`src/rtl/ad9958_pkg.sv`:
```
// Shared AD9958 definitions: register map, per-register byte length,
// instruction R/W bit and the register-writer state encoding.
package ad9958_pkg;

  localparam logic [4:0] CSR   = 5'h00, FR1   = 5'h01, FR2   = 5'h02, CFR  = 5'h03;
  localparam logic [4:0] CFTW0 = 5'h04, CPOW0 = 5'h05, ACR   = 5'h06, LSRR = 5'h07;
  localparam logic [4:0] RDW   = 5'h08, FDW   = 5'h09;
  localparam logic [4:0] CW1   = 5'h0A, CW2   = 5'h0B, CW3   = 5'h0C, CW4  = 5'h0D;
  localparam logic [4:0] CW5   = 5'h0E, CW6   = 5'h0F, CW7   = 5'h10, CW8  = 5'h11;
  localparam logic [4:0] CW9   = 5'h12, CW10  = 5'h13, CW11  = 5'h14, CW12 = 5'h15;
  localparam logic [4:0] CW13  = 5'h16, CW14  = 5'h17, CW15  = 5'h18;

  localparam logic [4:0] ADDR_MAX = CW15;
  localparam logic       RW_WRITE = 1'b0;

  typedef enum logic [2:0] {
    ST_IDLE,
    ST_TRIG,
    ST_WAIT,
    ST_GAP,
    ST_PULSE,
    ST_DONE
  } state_t;

  function automatic logic [2:0] reg_len(input logic [4:0] addr);
    case (addr)
      CSR:              reg_len = 3'd1;
      FR1, CFR, ACR:    reg_len = 3'd3;
      FR2, CPOW0, LSRR: reg_len = 3'd2;
      default:          reg_len = 3'd4;
    endcase
  endfunction

endpackage

```
`src/rtl/ad9958_nibble_packer.sv`:
```
// Packs instruction byte plus MSB-first data bytes into the 4-bit SPI
// sender's nibble stream (nibble 0 at bits [3:0]) and reports the nibble count.
module ad9958_nibble_packer
  import ad9958_pkg::*;
(
  input  logic [4:0]  i_addr,
  input  logic [31:0] i_data,
  output logic [63:0] o_data,
  output logic [4:0]  o_packs
);

  logic [2:0] w_len;
  logic [7:0] w_instr;
  logic [7:0] w_byte;

  always_comb begin
    w_len   = reg_len(i_addr);
    w_instr = {RW_WRITE, 2'b00, i_addr};
    w_byte  = '0;
    o_data  = '0;
    o_data[3:0] = w_instr[7:4];
    o_data[7:4] = w_instr[3:0];
    // Byte b of the stream is data byte (len-b), counted from the LSB end.
    for (int b = 1; b <= 4; b++) begin
      if (b <= int'(w_len)) begin
        w_byte = 8'(i_data >> (8 * (int'(w_len) - b)));
        o_data[8*b +: 4]   = w_byte[7:4];
        o_data[8*b+4 +: 4] = w_byte[3:0];
      end
    end
    o_packs = 5'd2 + {1'b0, w_len, 1'b0};
  end

endmodule

```
`src/rtl/ad9958_reg_writer.sv`:
```
// AD9958 register-write command stage: packs a write, runs the SPI sender
// trigger/busy handshake, and pulses IO_UPDATE when AD9958_REG_WRITER_IOUPD_EN is defined.
module ad9958_reg_writer
  import ad9958_pkg::*;
#(
  parameter int IOUPD_CYCLES = 4,
  parameter int IOUPD_GAP    = 2
) (
  input  logic        clock,
  input  logic        reset_n,
  input  logic        req_valid,
  output logic        req_ready,
  input  logic [4:0]  req_addr,
  input  logic [31:0] req_data,
  output logic        req_err,
  output logic        spi_trigger,
  input  logic        spi_busy,
  output logic [4:0]  spi_packs,
  output logic [63:0] spi_data,
  output logic        io_update,
  output logic        done
);

  if (IOUPD_CYCLES < 1 || IOUPD_CYCLES > 255 || IOUPD_GAP < 0 || IOUPD_GAP > 255) begin : g_param_check
    $error("ad9958_reg_writer: IOUPD_CYCLES must be 1..255 and IOUPD_GAP 0..255");
  end

  state_t      r_state, w_next;
  logic        r_armed;
  logic        r_err;
  logic [63:0] r_data;
  logic [4:0]  r_packs;
  logic [63:0] w_pack_data;
  logic [4:0]  w_pack_cnt;
  logic        w_accept;
  logic        w_addr_ok;

  ad9958_nibble_packer u_packer (
    .i_addr  (req_addr),
    .i_data  (req_data),
    .o_data  (w_pack_data),
    .o_packs (w_pack_cnt)
  );

  assign w_accept  = req_valid && (r_state == ST_IDLE);
  assign w_addr_ok = (req_addr <= ADDR_MAX);

`ifdef AD9958_REG_WRITER_IOUPD_EN
  logic [7:0] r_cnt;

  always_ff @(posedge clock) begin
    if (!reset_n || (w_next != r_state)) r_cnt <= '0;
    else                                 r_cnt <= r_cnt + 8'd1;
  end
`endif

  always_ff @(posedge clock) begin
    if (!reset_n) r_state <= ST_IDLE;
    else          r_state <= w_next;
  end

  // r_armed marks that the trigger has been presented to an idle sender, so a
  // busy already high on entry to TRIG is not mistaken for the acknowledge.
  always_ff @(posedge clock) begin
    if (!reset_n) begin
      r_armed <= 1'b0;
      r_err   <= 1'b0;
      r_data  <= '0;
      r_packs <= '0;
    end else begin
      r_armed <= (r_state == ST_TRIG) && (r_armed || !spi_busy);
      r_err   <= w_accept && !w_addr_ok;
      if (w_accept && w_addr_ok) begin
        r_data  <= w_pack_data;
        r_packs <= w_pack_cnt;
      end
    end
  end

  always_comb begin
    w_next = r_state;
    case (r_state)
      ST_IDLE: if (w_accept && w_addr_ok) w_next = ST_TRIG;
      ST_TRIG: if (spi_busy && r_armed) w_next = ST_WAIT;
`ifdef AD9958_REG_WRITER_IOUPD_EN
      ST_WAIT:  if (!spi_busy) w_next = (IOUPD_GAP == 0) ? ST_PULSE : ST_GAP;
      ST_GAP:   if (r_cnt == 8'(IOUPD_GAP - 1)) w_next = ST_PULSE;
      ST_PULSE: if (r_cnt == 8'(IOUPD_CYCLES - 1)) w_next = ST_DONE;
`else
      ST_WAIT:  if (!spi_busy) w_next = ST_DONE;
`endif
      ST_DONE: w_next = ST_IDLE;
      default: w_next = ST_IDLE;
    endcase
  end

  always_comb begin
    req_ready   = 1'b0;
    spi_trigger = 1'b0;
    io_update   = 1'b0;
    done        = 1'b0;
    if (reset_n) begin
      case (r_state)
        ST_IDLE:  req_ready   = 1'b1;
        ST_TRIG:  spi_trigger = !spi_busy;
`ifdef AD9958_REG_WRITER_IOUPD_EN
        ST_PULSE: io_update   = 1'b1;
`endif
        ST_DONE:  done        = 1'b1;
        default:  ;
      endcase
    end
  end

  assign req_err   = r_err;
  assign spi_data  = r_data;
  assign spi_packs = r_packs;

endmodule
```
`config.mk`:
```
export PLATFORM = sky130hd
export DESIGN_NAME = ad9958_reg_writer
export DESIGN_NICKNAME = d
export VERILOG_FILES = /design/src/rtl/ad9958_pkg.sv /design/src/rtl/ad9958_nibble_packer.sv /design/src/rtl/ad9958_reg_writer.sv
export SDC_FILE = /design/constraint.sdc
export NUM_CORES = 1
export LEC_CHECK = 0
export ABC_AREA = 1
export CORE_MARGIN = 5
export CORE_UTILIZATION = 38
export DETAILED_ROUTE_END_ITERATION = 8
export MAX_ROUTING_LAYER = met4
export PLACE_DENSITY = 0.78
export SLEW_MARGIN = 10
export SYNTH_ARGS = -nofsm -noshare
export SYNTH_HDL_FRONTEND = slang
export SYNTH_SLANG_ARGS = --single-unit
```
`constraint.sdc`:
```
create_clock -name clock -period 4.6 [get_ports clock]
set_input_delay 0.46 -clock clock [delete_from_list [all_inputs] [get_ports clock]]
set_output_delay 0.46 -clock clock [all_outputs]
set_load 0.005 [all_outputs]
```
run_1/final_clocks.png
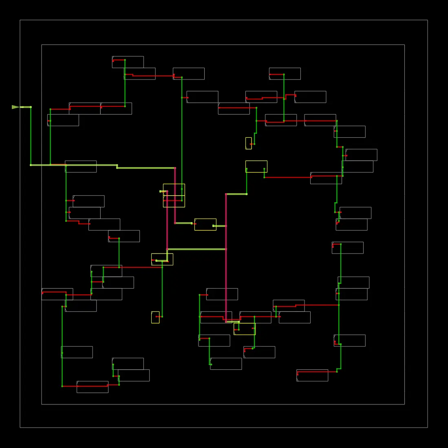
Post-Route Skew: 0.00332 ns
count of sequential standard cells: 46

run_1/cell_classes.png
Fill, decap, tap and diode cells in grey.
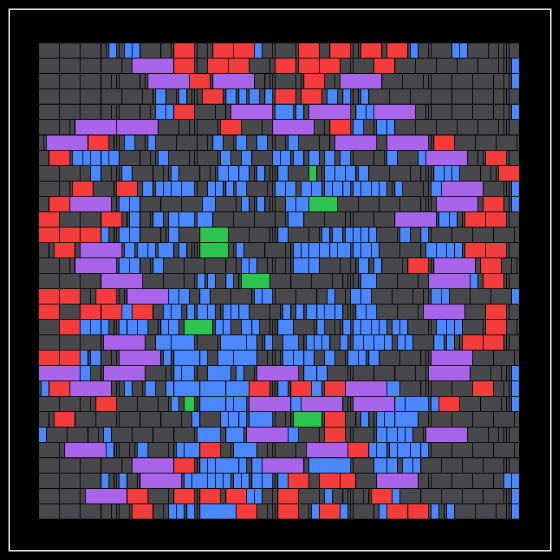
legend:
  all other logic:
    colour: blue
    cells: 330
    share_of_their_area: 47%
  other buffers and delay cells:
    colour: red
    cells: 86
    share_of_their_area: 25%
  clock drivers and dummy loads:
    colour: green
    cells: 8
    share_of_their_area: 2.6%
  flip-flops:
    colour: purple
    cells: 46
    share_of_their_area: 26%

==> changes_impl.md, run 1 <==
## Implementation

- Status: completed
- Chip area: 9130 sq um
- Number of antenna diodes: 0
- Normalized max-slew margin: 0.341
- Placed cell areas: roughly 3500 sq um
- Endpoint arrival time on the critical path: between 3 and 4 ns
- XORs/XNORs by Area: 0
- Hold Path Class: register to register
- Power density over the cells: 344 nW/um^2
- Routed wire length: about 8.3 mm
- Fill cell count: 701
- CTS Sinks: between 40 and 50
- Clock root buffer: sky130_fd_sc_hd__clkbuf_8
- Insertion Delay late pin: 0.30 ns
- Chip height: ~96 microns
- Data required time at the worst endpoint: 4.82 ns
- Commonest non-fill, non-tap cell in the layout: sky130_fd_sc_hd__clkdlybuf4s50_1
- Yosys aoi share: 0.152
- Largest vdd supply drop: between 0.00015 and 0.0002 V
- Design Area, Final: 3620 sq um
- Clock slew at the register clock pins of the worst setup and hold paths: approximately 0.080 ns
- Count of antenna-violating nets left after detailed routing: 0
- Met2 Resource Use GR: 0.309
- Area of the core: 7180 sq um
- Met3 track demand over resource: 0.0284
- Remaining DRCs: 0
- Leakage power: between 0.001 and 0.0015 uW
- CP startpoint kind: input pin
- Post-synthesis chip area from yosys: about 2800 sq um
- Yosys cell count: 398
- Setup repair after global routing missed its margin: no
- Number of standard-cell rows in the floorplan: 31
- Flop-to-flop setup slack: around 2.3 ns
- Average via count per standard cell: 4.82
- Leading cell types in the layout, fill and taps excluded: 85 x sky130_fd_sc_hd__clkdlybuf4s50_1, 83 x sky130_fd_sc_hd__nand2_1, 65 x sky130_fd_sc_hd__nand3_1
- Post-cts hold buffer count: 0
- Number of I/O pins: 115
- Yosys warns: 0
- Residual overflow from global routing: 0
- Placed cells: about 560
- Post-cts repair resize count: 0
- Initial antenna violation count: 0
- Worst hold slack: 0.433 ns
- Buffers inserted during post-CTS setup optimization: 0
- Global-route wire length before repair: around 13 mm
- Number of instances in the synthesized netlist: slightly below 400
- Sequential element share of the synthesized area: 0.331
- Placer Congestion: between 0.8 and 0.9
- Cell area after synthesis: between 2000 and 3000 sq um
- Highest clock rate: roughly 280 MHz
run_1/metal_stack.png
Bar = 20 microns. Only two layers are drawn.
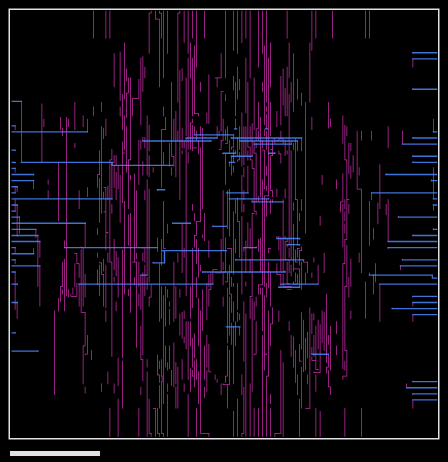
legend:
  met3:
    colour: blue
    wire_length: 587 microns
  met2:
    colour: magenta
    wire_length: 3920 microns
routed wire length per instance: 14.6 microns
overall track demand over capacity in global routing: 0.191
routed vias: 2740

run_1/registers.png
Bar = 20 microns. Other sequential cells in the stronger grey, the rest of the logic in the fainter grey.
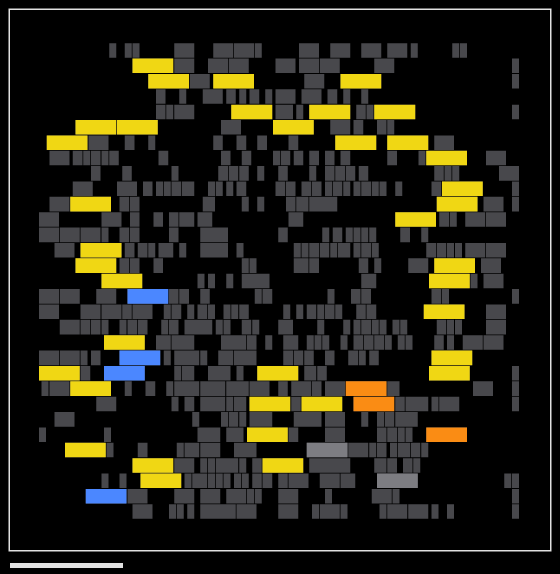
legend:
  `spi_data`:
    colour: yellow
    flops: 37
    where: spread over the die
  `spi_packs`:
    colour: blue
    flops: 4
  `r_state`:
    colour: orange
    flops: 3
flop share of the area: 0.254
sequential cell area in the final layout: 921 sq um
post-layout utilization of the core: 0.505
seq pwr: 498 uW

run 1: critical path, stage by stage:
cell	delay, ns
sky130_fd_sc_hd__clkdlybuf4s50_1	0.42
sky130_fd_sc_hd__inv_1	0.14
sky130_fd_sc_hd__nand2_1	0.11
sky130_fd_sc_hd__nor2_4	0.30
sky130_fd_sc_hd__nand2_4	0.23
sky130_fd_sc_hd__nand2_4	0.33
sky130_fd_sc_hd__ha_1	0.59
sky130_fd_sc_hd__clkinv_1	0.60
sky130_fd_sc_hd__nand4_1	0.24
sky130_fd_sc_hd__nand2_1	0.07
sky130_fd_sc_hd__nor2_1	0.08
sky130_fd_sc_hd__nand2_1	0.06
sky130_fd_sc_hd__a21oi_1	0.10
run 1: per-layer routing:
layer	routed length, microns	vias up	share of wire
met5	0	-	0
met4	79	0	0.0095
met3	587	12	0.071
met2	3920	117	0.47
met1	3730	1213	0.45
li1	-	1398	-
run 1: logic make-up (layout without fill, tap and decap cells):
group           after synthesis  count (layout)
simple gates                186             186
fa+ha+maj                     5               5
flops                        46              46
other cells                   1              29
buf+inv                      84             128
compound gates               76              76
run 1: cell type report:
cell class	instances	area, sq um	area share
clock buffers	7	86.3	0.0238
repair buffers	86	858	0.237
multi-input cells	296	1500	0.414
flip-flops and latches	46	921	0.254
clock inverters	1	5.00	0.00138
well taps	99	124	0.0342
inverters	34	128	0.0352
run 1: cell usage after synthesis, drive strengths merged:
cell    number  share of area
a211oi       3         0.0081
nor2        23          0.051
o211ai       7          0.019
a21boi       1         0.0027
clkinv       2         0.0027
clkbuf       8          0.011
ha           5          0.022
dfxtp       46           0.33
buf         42           0.11
a21oi       47          0.086
o21bai       1         0.0040
o21ai       17          0.032
nand2       88           0.13
inv         32          0.043
nor4         2         0.0045
nand3       66           0.12
nand4        3         0.0067
conb         1         0.0013
nand3b       1         0.0027
or2          3         0.0067
run 1: where the power goes:
part | leakage [uW] | switching (uW) | internal, uW
Clock | 0.0000482 | 137 | 121
Sequential | 0.000377 | 35.7 | 462
Combinational | 0.00107 | 265 | 223
Total | 0.00149 | 438 | 807
run 1: flip-flops by register name, summed over array words and instances, names as in the netlist:
signal,flops
spi_data,37
r_armed,1
spi_packs,4
req_err,1
r_state,3
run 1: path summary, 6_finish.rpt:
kind                                                   to  cells after the start
worst max-delay path            spi_data[31]$_SDFFE_PN0P_                     13
worst min-delay path            spi_packs[4]$_SDFFE_PN0P_                      2
worst max register to register   spi_data[9]$_SDFFE_PN0P_                      9
worst min register to register  spi_packs[4]$_SDFFE_PN0P_                      2
run 1: stage by stage:
step / utilization / setup slack [ns] / power, uW
global placement: 0.492 / 0.910 / 984
CTS: 0.505 / 1.14 / 1250
detailed placement: 0.492 / 0.829 / 993
finish: 0.505 / 1.09 / 1240
floorplan: - / 2.26 / 798
global route: 0.505 / 0.714 / 1340
==> run 2: changes to the inputs <==
==> constraint.sdc (replaced) <==
create_clock -name clock -period 3.3 [get_ports clock]
set_input_delay 0.33 -clock clock [delete_from_list [all_inputs] [get_ports clock]]
set_output_delay 0.33 -clock clock [all_outputs]
set_load 0.005 [all_outputs]
run_2/cell_classes.png
Fill, decap, tap and diode cells in grey.
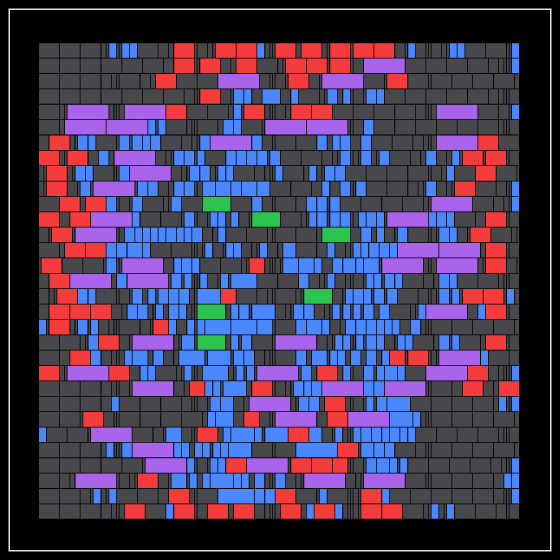
legend:
  all other logic:
    colour: blue
    cells: 330
    share_of_their_area: 46%
  flip-flops:
    colour: purple
    cells: 46
    share_of_their_area: 26%
  other buffers and delay cells:
    colour: red
    cells: 92
    share_of_their_area: 26%
  clock drivers and dummy loads:
    colour: green
    cells: 6
    share_of_their_area: 2.3%
post-layout utilization of the core: 0.510
Design Area, Final: 3660 sq um

run_2/metal_stack.png
Bar = 20 microns. Only two layers are drawn.
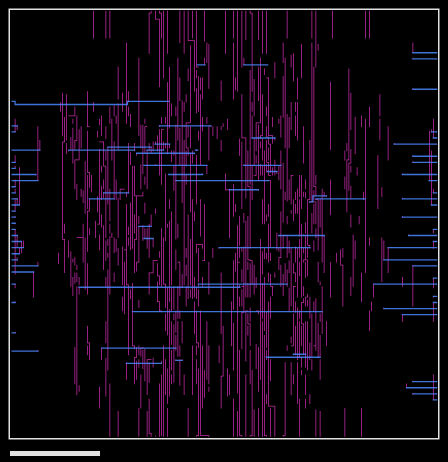
legend:
  met3:
    colour: blue
    wire_length: 571 microns
  met2:
    colour: magenta
    wire_length: 4030 microns

run_2/registers.png
Bar = 20 microns. Other sequential cells in the stronger grey, the rest of the logic in the fainter grey.
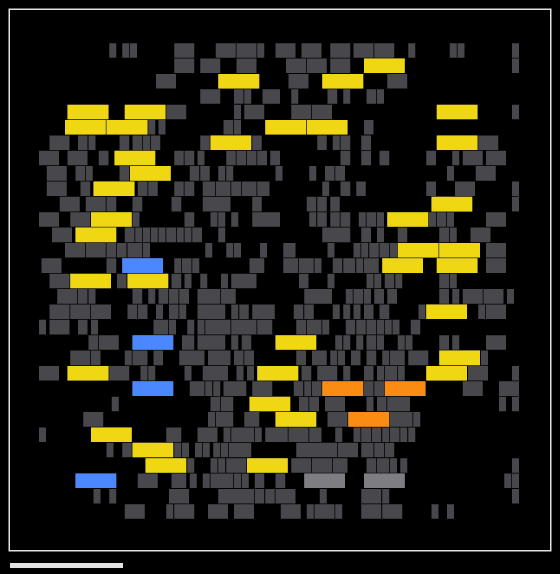
legend:
  `spi_data`:
    colour: yellow
    flops: 37
  `r_state`:
    colour: orange
    flops: 3
  `spi_packs`:
    colour: blue
    flops: 4
not coloured: 2
flop share of the area: 0.252
seq pwr: 699 uW

==> changes_impl.md, run 2 <==
## Implementation

- Setup repair after global routing missed its margin: no
- Post-Route Skew: ~0.0034 ns
- Post-synthesis chip area from yosys: 2780 sq um
- Leading cell types in the layout, fill and taps excluded: 85 x sky130_fd_sc_hd__clkdlybuf4s50_1, 83 x sky130_fd_sc_hd__nand2_1, 65 x sky130_fd_sc_hd__nand3_1
- Power density over the cells: around 470 nW/um^2
- Area share of the largest cell type after synthesis: 0.331
- Highest clock rate: roughly 390 MHz
- Clock root buffer: sky130_fd_sc_hd__clkbuf_8
- Hold Path Class: register to register
- Endpoint arrival time on the critical path: approximately 2.8 ns
- Comb pwr share: 0.398
- Routed wire length: between 8 and 9 mm
- Data required time at the worst endpoint: about 3.5 ns
- Sequential Power Share: 0.404
- XORs/XNORs by Area: 0
- CTS Sinks: 46
- Placer Congestion: slightly below 0.9
- Endpoint of the worst hold-timing path: spi_packs[4]$_SDFFE_PN0P_
- Count of library flops with an enable pin: 0
- Dominant Register Cell: sky130_fd_sc_hd__dfxtp_1
- Initial antenna violation count: 0
- Met3 track demand over resource: 0.0253
- Number of antenna diodes: 0
- Number of I/O pins: 115
- Number of instances in the synthesized netlist: 398
- FF-to-FF path depth: 9
- Yosys warns: 0
- Yosys top cell by instances: sky130_fd_sc_hd__nand2_1
- Post-synth area hogs: sky130_fd_sc_hd__dfxtp_1 33%, sky130_fd_sc_hd__nand3_1 12%, sky130_fd_sc_hd__nand2_1 11%
- Largest vdd supply drop: a little under 0.0002 V
- Proportion of power drawn by the clock network: 0.198
- Endpoint of the worst-slack reg-to-reg timing path: spi_data[10]$_SDFFE_PN0P_
- Chip height: 95.6 microns
- Sequential element share of the synthesized area: 0.331
- Flop-to-flop setup slack: approximately 1.3 ns
- Clock slew at the register clock pins of the worst setup and hold paths: 0.08 ns
- Max reg flops: 37
- Buffers inserted during post-CTS setup optimization: 0
- Area of the core: a little over 7000 sq um
- Status: completed
- Most frequent cells after synthesis: 83 x sky130_fd_sc_hd__nand2_1, 65 x sky130_fd_sc_hd__nand3_1, 46 x sky130_fd_sc_hd__a21oi_1, 46 x sky130_fd_sc_hd__dfxtp_1, 30 x sky130_fd_sc_hd__buf_4
- Final Total Pwr: 1730 uW
- Count of antenna-violating nets left after detailed routing: 0
- CP startpoint kind: input pin
- Switching power summed over all nets: just over 600 uW
- Remaining DRCs: 0
- Post-cts repair resize count: 0
- Chip area: 9130 sq um
- FFs w/ async S/R, synth: 0
==> run 2: power by group through the flow <==
stage | logic [uW] | registers, uW | clock network, uW
finish | 689 | 699 | 343
global route | 763 | 710 | 381
CTS | 692 | 699 | 353
detailed placement | 689 | 710 | 0
global placement | 679 | 707 | 0
floorplan | 402 | 710 | 0
==> run 2: kinds of logic (layout without fill, tap and decap cells) <==
family / count (synthesis) / count (layout)
simple gates: 186 / 186
buf+inv: 84 / 132
compound gates: 76 / 76
flops: 46 / 46
fa+ha+maj: 5 / 5
other cells: 1 / 29
==> run 2: layout make-up <==
class / instances / area (sq um) / area share
clock buffer: 6 / 82.6 / 0.0226
timing repair buffer: 92 / 903 / 0.247
sequential: 46 / 921 / 0.252
inverter: 34 / 128 / 0.0349
multi-input combinational: 296 / 1500 / 0.410
tap: 99 / 124 / 0.0339
==> run 2: how the worst max path moves through the flow <==
stage	cells after the start	slack [ns]	to
4_1_cts	12	0.72	spi_data[31]$_SDFFE_PN0P_
2_1_floorplan	13	1.09	spi_data[12]$_SDFFE_PN0P_
6_report	12	0.72	spi_data[31]$_SDFFE_PN0P_
3_3_place_gp	12	0.47	spi_data[31]$_SDFFE_PN0P_
3_5_place_dp	12	0.42	spi_data[31]$_SDFFE_PN0P_
5_1_grt	12	0.50	spi_data[31]$_SDFFE_PN0P_
==> run 2: worst max-delay path, stage by stage <==
cell and delay (ns):
sky130_fd_sc_hd__clkdlybuf4s50_1 0.50, sky130_fd_sc_hd__nor2_1 0.24, sky130_fd_sc_hd__nor2_2 0.08, sky130_fd_sc_hd__nand2_4 0.20
sky130_fd_sc_hd__nand2_4 0.17, sky130_fd_sc_hd__ha_1 0.34, sky130_fd_sc_hd__clkinv_1 0.39, sky130_fd_sc_hd__nand3_1 0.23
sky130_fd_sc_hd__nand2_1 0.06, sky130_fd_sc_hd__nor2_1 0.09, sky130_fd_sc_hd__nand2_1 0.06, sky130_fd_sc_hd__a21oi_1 0.11
==> run 2: metrics by stage <==
| step | worst slack, ns | area (sq um) |
|---|---|---|
| after floorplan | 1.09 | 2890 |
| after global placement | 0.475 | 3570 |
| after detailed placement | 0.417 | 3570 |
| after CTS | 0.725 | 3660 |
| after global routing | 0.502 | 3660 |
| final | 0.724 | 3660 |
==> run 2: metal layers <==
layer | up-vias | part of all wire
li1 | 1407 | -
met1 | 1304 | 0.45
met2 | 118 | 0.48
met3 | 8 | 0.067
met4 | 0 | 0.0088
met5 | - | 0
Power and IR drop assume default switching activity.
